run_1/clock_wires.png
Drawn at 6 px/um.
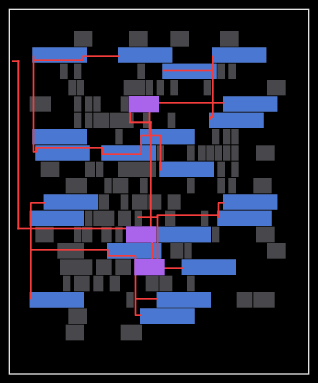
run_1/m3.png
Drawn at 8 px/um. Cells faint in the background.
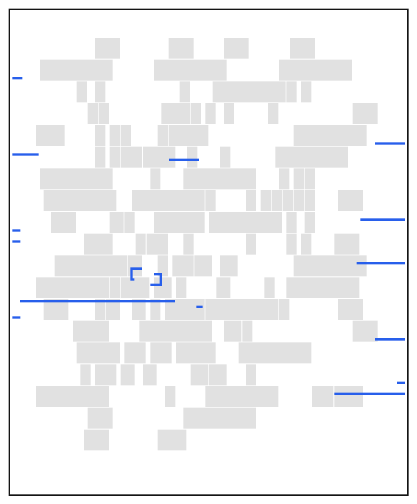
run_1/util_map.png
Drawn at 6 px/um. 5 x 6 tiles, from dark blue (low) to red (high), 0 to 100% covered.
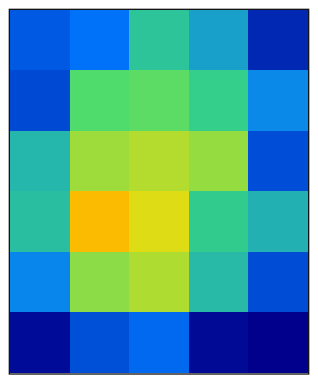
run_1/port_trees.png
Drawn at 4 px/um.
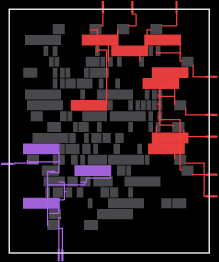
### src/rtl/sipo_pkg.sv
// Shared definitions for the serial/parallel converter family: output-stage
// state encoding and the bit-order shift step.
package sipo_pkg;

  localparam int unsigned SR_MAX_W = 64;

  typedef enum logic {
    OUT_EMPTY = 1'b0,
    OUT_FULL  = 1'b1
  } out_state_e;

  // One shift step on a register of 'width' live bits held in the low end of
  // a SR_MAX_W vector. The result is masked so callers can truncate freely.
  function automatic logic [SR_MAX_W-1:0] shift_step(
    input logic [SR_MAX_W-1:0] sr,
    input logic                b,
    input logic                msb_first,
    input int unsigned         width
  );
    logic [SR_MAX_W-1:0] mask;
    logic [SR_MAX_W-1:0] r;
    mask = (width >= SR_MAX_W) ? '1 : ((SR_MAX_W'(1) << width) - SR_MAX_W'(1));
    if (msb_first) r = {sr[SR_MAX_W-2:0], b};
    else           r = (sr >> 1) | (SR_MAX_W'(b) << (width - 1));
    return r & mask;
  endfunction

endpackage

### src/rtl/sipo_out_stage.sv
// One-entry holding register with valid/ready handshake and sticky overrun.
module sipo_out_stage
  import sipo_pkg::*;
#(
  parameter int WIDTH = 8
) (
  input  logic             clk,
  input  logic             reset_n,
  input  logic             load,
  input  logic [WIDTH-1:0] word,
  input  logic             flush,
  input  logic             out_ready,
  output logic [WIDTH-1:0] parallel_out,
  output logic             out_valid,
  output logic             overrun
);

  out_state_e state;

  always_ff @(posedge clk or negedge reset_n) begin
    if (!reset_n) begin
      state        <= OUT_EMPTY;
      parallel_out <= '0;
      out_valid    <= 1'b0;
      overrun      <= 1'b0;
    end else begin
      if (flush) overrun <= 1'b0;
      case (state)
        OUT_EMPTY: begin
          if (load) begin
            parallel_out <= word;
            out_valid    <= 1'b1;
            state        <= OUT_FULL;
          end
        end
        OUT_FULL: begin
          if (out_ready) begin
            if (load) begin
              parallel_out <= word;
            end else begin
              out_valid <= 1'b0;
              state     <= OUT_EMPTY;
            end
          end else if (load) begin
            // Consumer stalled: keep the held word, drop the new one.
            overrun <= 1'b1;
          end
        end
        default: begin
          out_valid <= 1'b0;
          state     <= OUT_EMPTY;
        end
      endcase
    end
  end

endmodule

### src/rtl/sipo_deser.sv
// Parametrised serial-in/parallel-out deserializer with bit-count framing
// and a one-entry valid/ready output stage.
module sipo_deser
  import sipo_pkg::*;
#(
  parameter int WIDTH     = 8,
  parameter bit MSB_FIRST = 1'b1,
  localparam int CNT_W    = $clog2(WIDTH)
) (
  input  logic             clk,
  input  logic             reset_n,
  input  logic             serial_in,
  input  logic             shift,
  input  logic             flush,
  output logic [WIDTH-1:0] parallel_out,
  output logic             out_valid,
  input  logic             out_ready,
  output logic [CNT_W-1:0] bit_count,
  output logic             overrun
);

  logic [WIDTH-1:0] sr;
  logic [WIDTH-1:0] sr_nxt;
  logic             take;
  logic             complete;

  assign sr_nxt   = WIDTH'(shift_step(SR_MAX_W'(sr), serial_in, MSB_FIRST, WIDTH));
  // A flushed strobe is discarded, so it can never complete a word.
  assign take     = shift & ~flush;
  assign complete = take & (bit_count == CNT_W'(WIDTH - 1));

  always_ff @(posedge clk or negedge reset_n) begin
    if (!reset_n) begin
      sr        <= '0;
      bit_count <= '0;
    end else if (flush) begin
      sr        <= '0;
      bit_count <= '0;
    end else if (take) begin
      sr        <= sr_nxt;
      bit_count <= complete ? '0 : bit_count + CNT_W'(1);
    end
  end

  sipo_out_stage #(.WIDTH(WIDTH)) u_out (
    .clk          (clk),
    .reset_n      (reset_n),
    .load         (complete),
    .word         (sr_nxt),
    .flush        (flush),
    .out_ready    (out_ready),
    .parallel_out (parallel_out),
    .out_valid    (out_valid),
    .overrun      (overrun)
  );

endmodule

### config.mk
export PLATFORM = sky130hd
export DESIGN_NAME = sipo_deser
export DESIGN_NICKNAME = d
export VERILOG_FILES = /design/src/rtl/sipo_pkg.sv /design/src/rtl/sipo_out_stage.sv /design/src/rtl/sipo_deser.sv
export SDC_FILE = /design/constraint.sdc
export NUM_CORES = 1
export LEC_CHECK = 0
export ABC_AREA = 1
export CAP_MARGIN = 0
export CORE_ASPECT_RATIO = 1.25
export CORE_MARGIN = 3
export CORE_UTILIZATION = 36
export CTS_BUF_LIST = sky130_fd_sc_hd__clkbuf_8 sky130_fd_sc_hd__clkbuf_16
export DETAILED_ROUTE_END_ITERATION = 12
export PLACE_DENSITY_LB_ADDON = 0.05
export SLEW_MARGIN = 30
export SYNTH_ARGS = -nofsm -noshare
export SYNTH_HDL_FRONTEND = slang
export SYNTH_SLANG_ARGS = --single-unit
### constraint.sdc
create_clock -name clk -period 1.5 [get_ports clk]
set_clock_uncertainty 0.05 [all_clocks]
set_input_delay 0.3 -clock clk [delete_from_list [all_inputs] [get_ports clk]]
set_output_delay 0.3 -clock clk [all_outputs]
set_load 0.03 [all_outputs]
==> impl_results.rst, run 1 <==
Metrics
=======

.. list-table::
   :header-rows: 1

   * - Metric
     - Value
   * - Synthesized area per cell
     - 9.630 sq um
   * - Seq. pwr
     - 580 uW
   * - Synth mux share
     - 0
   * - Xor+xnor area frac
     - 0
   * - Pre-antenna DRT Iters
     - 4
   * - Vias in the first global route
     - ~670
   * - Number of clock buffers inserted by TritonCTS
     - 3
   * - FF/Latch Area
     - between 500 and 600 sq um
   * - Gr busiest metal
     - met2
   * - Die span in y
     - 60.55 um
   * - Delay of the slowest critical-path stage
     - 410 ps
   * - Area fraction in and, or, nand and nor cells
     - 0.2292
   * - Maxcap violations
     - 0
   * - CP Capture Type
     - output pin
   * - Total die size
     - 3006 sq um
   * - Total of plain and repair buffers excluding clock buffers
     - 23
   * - Flop2flop setup slack
     - 120 ps
   * - Ratio of final minimum period to clock period
     - 0.9382
   * - Endpoint of the worst-slack reg-to-reg timing path
     - u_out.parallel_out[3]
   * - Count of final setup violators
     - 0
   * - Antenna Nets Post-Route
     - 0
   * - CTS Root Cell
     - sky130_fd_sc_hd__clkbuf_8
   * - Worst setup timing slack at the placement stage
     - between 40 and 50 ps
   * - Area share of and-or/or-and cells after synthesis
     - 0.07153
   * - Actual slew at the worst max-slew pin
     - 304.3 ps
   * - Final number of max-transition violations
     - 0
   * - Comb area leader
     - simple AND/OR/NAND/NOR gates
   * - Combinational gate area
     - 285.3 sq um
   * - Critical Path Start
     - bit_count[0]
   * - Mi-comb count
     - 55
   * - Fraction of standard cell area in multi-input logic
     - 0.2492
   * - Top area cells in the synthesized netlist
     - sky130_fd_sc_hd__dfrtp_1 61%, sky130_fd_sc_hd__nand2_1 14%, sky130_fd_sc_hd__inv_1 4.8%
   * - Critical Path Stages
     - 1
   * - Peak ir drop on the vdd network
     - 0.5015 mV
   * - Proportion of cell area occupied by registers
     - 0.4590
   * - Total number of H-tree levels
     - 1
   * - Buffers from clock root to sink, at most
     - 2
   * - Largest fanout on the critical path
     - 3
   * - Normalized max-slew margin
     - 0.7980
   * - Non-clock buffer share
     - 0.1760
   * - Number of ordinary inverters in the final layout
     - 13
   * - Cell types with the highest counts after synthesis
     - 31 x sky130_fd_sc_hd__nand2_1, 21 x sky130_fd_sc_hd__dfrtp_1, 11 x sky130_fd_sc_hd__inv_1, 5 x sky130_fd_sc_hd__o22ai_1
   * - Start of the worst register-to-register path
     - bit_count[0]
   * - CP Data Arrival Time
     - ~1100 ps
   * - Achievable clock frequency
     - about 710 MHz
   * - Critical-path cell list
     - dlygate4sd2_1
   * - Final global-route overflow total
     - 0
   * - Most frequently placed logic cells in the final layout
     - 31 x sky130_fd_sc_hd__nand2_1, 21 x sky130_fd_sc_hd__dfrtp_1, 13 x sky130_fd_sc_hd__dlygate4sd2_1
   * - Total routed wire length on the met1 layer
     - 785 um
   * - Most frequent logic cell in the layout
     - sky130_fd_sc_hd__nand2_1
   * - Layout Area Growth over Synthesis
     - 33.58%
   * - Overall Global Routing Usage
     - 0.1309
   * - Net count after synthesis
     - ~97
   * - Async set-or-reset flop fraction in the synthesized netlist
     - 1.000
   * - FILL cells
     - 242
   * - Crit Path Category
     - reg -> out
   * - Final Non-Filler Cells
     - 147
   * - Die X
     - ~50 um
   * - Net Sw Frac
     - 0.2219
   * - Post-cts sizing count
     - 13
   * - Layout cells sized above 1
     - 0.1293
   * - Clock buffer and inverter area fraction after layout
     - 0.03934
   * - Nature of the critical path startpoint
     - flip-flop
   * - Total Neg Setup Slack
     - 0 ps
   * - Cells after synthesis
     - a little under 90
   * - Fin area
     - ~1100 sq um
   * - Pin count of the biggest net entering global routing
     - 22
   * - Total leakage power
     - 0.0006392 uW
   * - Master of the slowest instance on the critical path
     - sky130_fd_sc_hd__dlygate4sd2_1
   * - Run status
     - completed
   * - Endpoint required time on the critical path
     - 1150 ps
   * - Routed vias/inst
     - 4.544
   * - Adder-cell area share of the yosys netlist
     - 0.02920
   * - Top flip-flop cell by instance count after synthesis
     - sky130_fd_sc_hd__dfrtp_1
   * - Routed wire length on met2
     - 821 um
   * - Power attributed to combinational cells
     - 79.0 uW
   * - Final-stage net count
     - 125
   * - Registers, synthesis
     - 21
   * - Internal power
     - around 800 uW
   * - Count of flip-flops with a built-in enable after synthesis
     - 0
   * - Yosys cell count
     - between 80 and 90
   * - Global routing met1 resource utilization
     - 0.1505
   * - Sink count of the clock tree
     - 21
   * - Count of endpoints failing hold in the final timing report
     - 0
   * - Number of synthesis warnings
     - 0
   * - Sequential share of the synthesized area
     - 0.6131
   * - Met3 WL
     - 61 um
Back to the opening pictures, clock_wires.png:
legend:
  clock wires:
    color: red
    length: 268 um
  flip-flops:
    color: blue
    count: 21
  clock-net drivers:
    color: purple
    count: 3
flops lie: widely spread
routed clock nets: 4
Skew-Pair Late Insertion Delay: 250 ps
Clk pwr share: 0.348
Clk power: 352 uW

Back to the opening pictures, m3.png:
main direction: horizontal
nets with wire on the layer: 14
count of vias placed by the detailed router: 668
global-route met3 utilization: 0.02703
final wirelength: 1715 um

Back to the opening pictures, util_map.png:
nearly empty tiles: 6.7%
mean over tiles: 37%
fullest tile: 79%
densest ninth of the die: middle
final design utilization: 0.5123
area of the core: 2235 sq um

Back to the opening pictures, port_trees.png:
legend:
  bit_count:
    color: purple
    bits: 3
    direction: output
    edge: 2 bottom, 1 left
    end_cells: 3
    buffers: 3
    wire: 84.4 um
  parallel_out:
    color: red
    bits: 8
    direction: output
    edge: 5 right, 3 top
    end_cells: 8
    buffers: 8
    wire: 179 um
IO Count: 19
IO buf count: 18

run_1/congestion_map.png
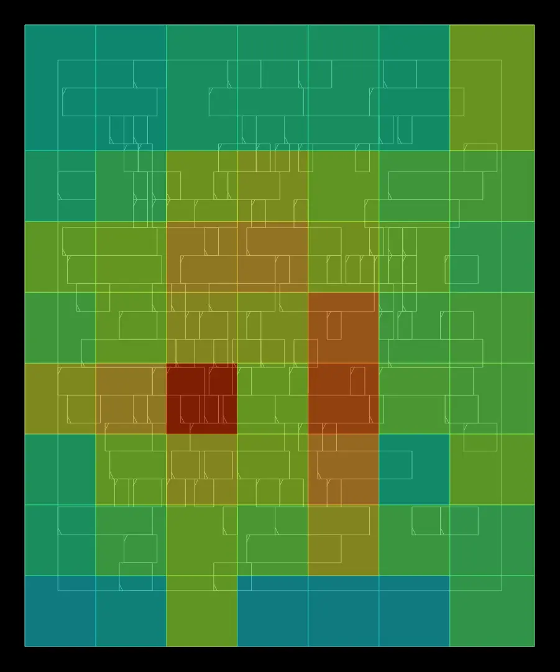

## Run 2: what changed since run 1
--- a/config.mk
+++ b/config.mk
@@ -10,7 +10,7 @@
 export CORE_ASPECT_RATIO = 1.25
 export CORE_MARGIN = 3
 export CORE_UTILIZATION = 36
-export CTS_BUF_LIST = sky130_fd_sc_hd__clkbuf_8 sky130_fd_sc_hd__clkbuf_16
+export CTS_BUF_LIST = sky130_fd_sc_hd__clkbuf_16
 export DETAILED_ROUTE_END_ITERATION = 12
 export PLACE_DENSITY_LB_ADDON = 0.05
 export SLEW_MARGIN = 30
run_2/congestion_map.png
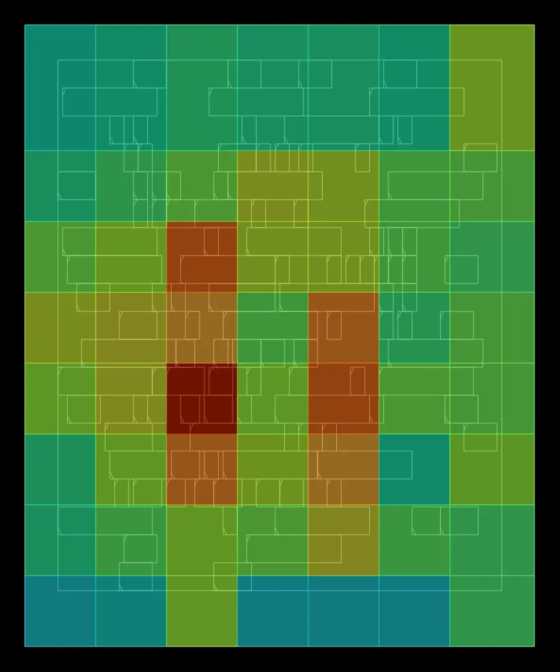
global routing met1 resource utilization: 0.1552
Global Route met2 Usage: 0.2155

run_2/util_map.png
Drawn at 6 px/um. 5 x 6 tiles, from dark blue (low) to red (high), 0 to 100% covered.
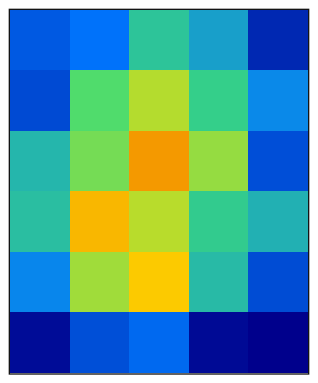
mean over tiles: 38%
nearly empty tiles: 6.7%
emptiest ninth of the die: bottom right
densest ninth of the die: middle
fullest tile: 83%
final design utilization: 0.5274
starting utilization of the core area: 0.3835

==> run 2 against run 1 <==
Net effect:
- hold slack gained 9.7 ps
- design area grew 3.0%
- first-iteration DRC count grew 90%
- combinational power is essentially flat
- sequential share of layout area shrank 1.3 points
- routed wire length shrank 1.4%
- die area is the same
- critical endpoint unchanged
==> impl_results.rst, run 2 <==
Metrics
=======

.. list-table::
   :header-rows: 1

   * - Metric
     - Value
   * - Run status
     - completed
   * - Number of ordinary inverters in the final layout
     - 13 (unchanged)
   * - Final number of max-transition violations
     - 0 (unchanged)
   * - Net Sw Frac
     - 0.1985 (-0.02332)
   * - Adder-cell area share of the yosys netlist
     - 0.02920 (unchanged)
   * - Skew-Pair Late Insertion Delay
     - 250 ps (about the same)
   * - Delay of the slowest critical-path stage
     - 410 ps (about the same)
   * - Registers, synthesis
     - 21 (unchanged)
   * - Ratio of final minimum period to clock period
     - 0.9274 (-0.01081)
   * - Normalized max-slew margin
     - 0.7980 (unchanged)
   * - Worst setup timing slack at the placement stage
     - 47.25 ps (unchanged)
   * - Global-route met3 utilization
     - 0.02457 (-0.002457)
   * - Comb area leader
     - simple AND/OR/NAND/NOR gates
   * - IO buf count
     - 18 (unchanged)
   * - Internal power
     - 960.4 uW (+22%)
   * - Start of the worst register-to-register path
     - bit_count[0]
   * - Achievable clock frequency
     - 718.9 MHz (+1.2%)
   * - Routed wire length on met2
     - 866 um (+5.5%)
   * - Master of the slowest instance on the critical path
     - sky130_fd_sc_hd__dlygate4sd2_1
   * - Number of clock buffers inserted by TritonCTS
     - 3 (unchanged)
   * - Layout Area Growth over Synthesis
     - 37.52%
   * - Overall Global Routing Usage
     - 0.1293 (-0.001590)
   * - Buffers from clock root to sink, at most
     - 2 (unchanged)
   * - Total routed wire length on the met1 layer
     - 754 um (-3.9%)
   * - Pin count of the biggest net entering global routing
     - 22 (unchanged)
   * - Clock buffer and inverter area fraction after layout
     - 0.06688 (+0.02753)
   * - Non-clock buffer share
     - 0.1709 (-0.005043)
   * - Number of synthesis warnings
     - 0 (unchanged)
   * - Total Neg Setup Slack
     - 0 ps (unchanged)
   * - Critical-path cell list
     - dlygate4sd2_1
   * - Mi-comb count
     - 55 (unchanged)
   * - Count of endpoints failing hold in the final timing report
     - 0 (unchanged)
   * - Nature of the critical path startpoint
     - flip-flop
   * - Total number of H-tree levels
     - 1 (unchanged)
   * - Area fraction in and, or, nand and nor cells
     - 0.2292 (unchanged)
   * - Final global-route overflow total
     - 0 (unchanged)
   * - Most frequent logic cell in the layout
     - sky130_fd_sc_hd__nand2_1
   * - Crit Path Category
     - reg -> out
   * - Sink count of the clock tree
     - 21 (unchanged)
   * - Cells after synthesis
     - 89 (unchanged)
   * - Total die size
     - 3006 sq um (unchanged)
   * - Row count
     - 19
   * - Fin area
     - 1179 sq um (+3.0%)
   * - Top area cells in the synthesized netlist
     - sky130_fd_sc_hd__dfrtp_1 61%, sky130_fd_sc_hd__nand2_1 14%, sky130_fd_sc_hd__inv_1 4.8%
   * - Synth mux share
     - 0 (unchanged)
   * - Actual slew at the worst max-slew pin
     - 304.3 ps (unchanged)
   * - Pre-antenna DRT Iters
     - 4 (unchanged)
   * - Combinational gate area
     - 285.3 sq um (unchanged)
   * - Async set-or-reset flop fraction in the synthesized netlist
     - 1.000 (unchanged)
   * - Met3 WL
     - 52 um (-15%)
   * - Die span in y
     - 60.55 um (unchanged)
   * - Fraction of standard cell area in multi-input logic
     - 0.2420 (-0.007142)
   * - Seq. pwr
     - 581 uW (about the same)
   * - Most frequently placed logic cells in the final layout
     - 31 x sky130_fd_sc_hd__nand2_1, 21 x sky130_fd_sc_hd__dfrtp_1, 13 x sky130_fd_sc_hd__dlygate4sd2_1
   * - Area of the core
     - 2235 sq um (unchanged)
   * - Total leakage power
     - 0.0006546 uW (+2.4%)
   * - Critical Path Stages
     - 1 (unchanged)
   * - Net count after synthesis
     - 97 (unchanged)
   * - Largest fanout on the critical path
     - 3 (unchanged)
   * - Count of flip-flops with a built-in enable after synthesis
     - 0 (unchanged)
   * - Top flip-flop cell by instance count after synthesis
     - sky130_fd_sc_hd__dfrtp_1
   * - Routed vias/inst
     - 4.456 (-1.9%)
   * - Final Non-Filler Cells
     - 147 (unchanged)
   * - Xor+xnor area frac
     - 0 (unchanged)
   * - CP Data Arrival Time
     - 1040 ps (-20 ps)
   * - Yosys cell count
     - 89 (unchanged)
   * - Vias in the first global route
     - 663 (-0.45%)
   * - Count of vias placed by the detailed router
     - 655 (-1.9%)
   * - Clk pwr share
     - 0.449 (+0.101)
   * - Maxcap violations
     - 0 (unchanged)
   * - Sequential share of the synthesized area
     - 0.6131 (unchanged)
   * - FF/Latch Area
     - 525.5 sq um (unchanged)
   * - Endpoint required time on the critical path
     - 1150 ps (about the same)
   * - Endpoint of the worst-slack reg-to-reg timing path
     - u_out.parallel_out[3]
   * - Layout cells sized above 1
     - 0.1293 (unchanged)
   * - Flop2flop setup slack
     - 140 ps (+20 ps)
   * - Post-cts sizing count
     - 13 (unchanged)
   * - Critical Path Start
     - bit_count[0]
run_2/clock_wires.png
Drawn at 6 px/um.
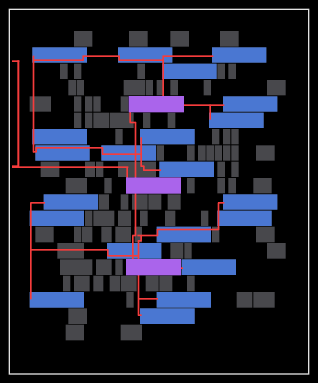

## Run 3: what changed since run 2
--- a/config.mk
+++ b/config.mk
@@ -12,7 +12,7 @@
 export CORE_UTILIZATION = 36
 export CTS_BUF_LIST = sky130_fd_sc_hd__clkbuf_16
 export DETAILED_ROUTE_END_ITERATION = 12
-export PLACE_DENSITY_LB_ADDON = 0.05
+export DONT_BUFFER_PORTS = 1
 export SLEW_MARGIN = 30
 export SYNTH_ARGS = -nofsm -noshare
 export SYNTH_HDL_FRONTEND = slang
run_3/clock_wires.png
Drawn at 6 px/um.
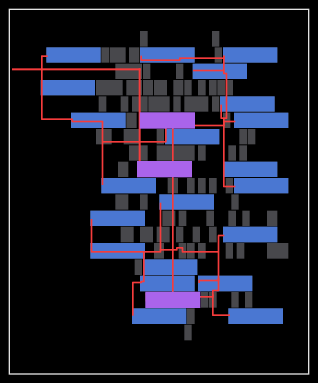
legend:
  clock wires:
    color: red
    length: 260 um
  flip-flops:
    color: blue
    count: 21
  clock-net drivers:
    color: purple
    count: 3
routed clock nets: 4
Clk power: 554 uW
Clk pwr share: 0.464

==> run 3 against run 2 <==
Net effect:
- first-iteration DRC count decreased by 16%
- core utilization decreased by 7.4 points
- power decreased by 0.24%
- die area unchanged
- largest cell class unchanged
- setup slack improved by 19 ps
- clock power increased by 3%
- largest power group unchanged
- design area decreased by 14%
- flip-flop count unchanged
- final cell count decreased by 12%
- combinational power decreased by 23%
- register-to-register slack about the same
==> impl_results.rst, run 3 <==
Metrics
=======

.. list-table::
   :header-rows: 1

   * - Metric
     - Value
   * - Number of synthesis warnings
     - 0 (unchanged)
   * - Buffers from clock root to sink, at most
     - 2 (unchanged)
   * - Global Route met2 Usage
     - 0.2023 (-0.01323)
   * - Total number of H-tree levels
     - 1 (unchanged)
   * - Sequential share of the synthesized area
     - 0.6131 (unchanged)
   * - Layout cells sized above 1
     - 0.1429 (+0.01355)
   * - Actual slew at the worst max-slew pin
     - 464.7 ps (+160.4 ps)
   * - Cells after synthesis
     - 89 (unchanged)
   * - Total routed wire length on the met1 layer
     - 621 um (-18%)
   * - Net Sw Frac
     - 0.2056 (+0.007016)
   * - Pre-antenna DRT Iters
     - 3 (-1)
   * - Flop2flop setup slack
     - 130 ps (about the same)
   * - Starting utilization of the core area
     - 0.3835 (unchanged)
   * - Total Neg Setup Slack
     - 0 ps (unchanged)
   * - FF/Latch Area
     - 525.5 sq um (unchanged)
   * - Sink count of the clock tree
     - 21 (unchanged)
   * - Worst setup timing slack at the placement stage
     - 126.3 ps (+79.04 ps)
   * - Skew-Pair Late Insertion Delay
     - 250 ps (about the same)
   * - Critical Path Start
     - bit_count[0]
   * - Critical Path Stages
     - 6 (+5)
   * - Async set-or-reset flop fraction in the synthesized netlist
     - 1.000 (unchanged)
   * - Row count
     - 19 (unchanged)
   * - Achievable clock frequency
     - 729.1 MHz (+1.4%)
   * - Count of flip-flops with a built-in enable after synthesis
     - 0 (unchanged)
   * - Registers, synthesis
     - 21 (unchanged)
   * - Delay of the slowest critical-path stage
     - 350 ps (-60 ps)
   * - Number of clock buffers inserted by TritonCTS
     - 3 (unchanged)
   * - Synth mux share
     - 0 (unchanged)
   * - Area of the core
     - 2235 sq um (unchanged)
   * - Fraction of standard cell area in multi-input logic
     - 0.2790 (+0.03697)
   * - Xor+xnor area frac
     - 0 (unchanged)
   * - Final global-route overflow total
     - 0 (unchanged)
   * - Start of the worst register-to-register path
     - bit_count[0]
   * - Endpoint of the worst-slack reg-to-reg timing path
     - u_out.parallel_out[0]
   * - Post-cts sizing count
     - 0 (-13)
   * - Top area cells in the synthesized netlist
     - sky130_fd_sc_hd__dfrtp_1 61%, sky130_fd_sc_hd__nand2_1 14%, sky130_fd_sc_hd__inv_1 4.8%
   * - Layout Area Growth over Synthesis
     - 18.25%
   * - Normalized max-slew margin
     - 0.6902 (-0.1077)
   * - Endpoint required time on the critical path
     - 1640 ps (+490 ps)
   * - Ratio of final minimum period to clock period
     - 0.9144 (-0.01295)
   * - Global routing met1 resource utilization
     - 0.1248 (-0.03037)
   * - Largest fanout on the critical path
     - 8 (+5)
   * - Pin count of the biggest net entering global routing
     - 22 (unchanged)
   * - CP Data Arrival Time
     - 1520 ps (+480 ps)
   * - Final Non-Filler Cells
     - 129 (-12%)
   * - Combinational gate area
     - 282.8 sq um (-0.88%)
   * - Internal power
     - 949.7 uW (-1.1%)
   * - Count of endpoints failing hold in the final timing report
     - 0 (unchanged)
   * - Non-clock buffer share
     - 0.03704 (-0.1339)
   * - Routed vias/inst
     - 4.574 (+2.6%)
   * - Run status
     - completed
   * - Met3 WL
     - 60 um (+15%)
   * - Count of vias placed by the detailed router
     - 590 (-9.9%)
   * - Die span in y
     - 60.55 um (unchanged)
   * - Seq. pwr
     - 581 uW (about the same)
   * - Global-route met3 utilization
     - 0.03686 (+0.01229)
   * - Crit Path Category
     - reg -> reg
   * - Most frequent logic cell in the layout
     - sky130_fd_sc_hd__nand2_1
   * - Comb area leader
     - simple AND/OR/NAND/NOR gates
   * - Final design utilization
     - 0.4535 (-0.07391)
   * - Final number of max-transition violations
     - 0 (unchanged)
   * - Overall Global Routing Usage
     - 0.1196 (-0.009729)
   * - Mi-comb count
     - 55 (unchanged)
   * - Yosys cell count
     - 89 (unchanged)
   * - Adder-cell area share of the yosys netlist
     - 0.02920 (unchanged)
run_3/port_trees.png
Drawn at 4 px/um.
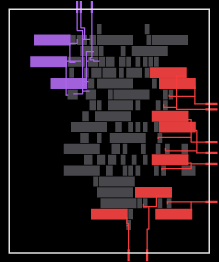
legend:
  bit_count:
    color: purple
    bits: 3
    direction: output
    edge: top
    end_cells: 3
    buffers: 3
    wire: 84.2 um
  parallel_out:
    color: red
    bits: 8
    direction: output
    edge: 6 right, 2 bottom
    end_cells: 8
    buffers: 0
    wire: 130 um
IO buf count: 0

No activity file was given, so power comes from the tool's default toggle rates.
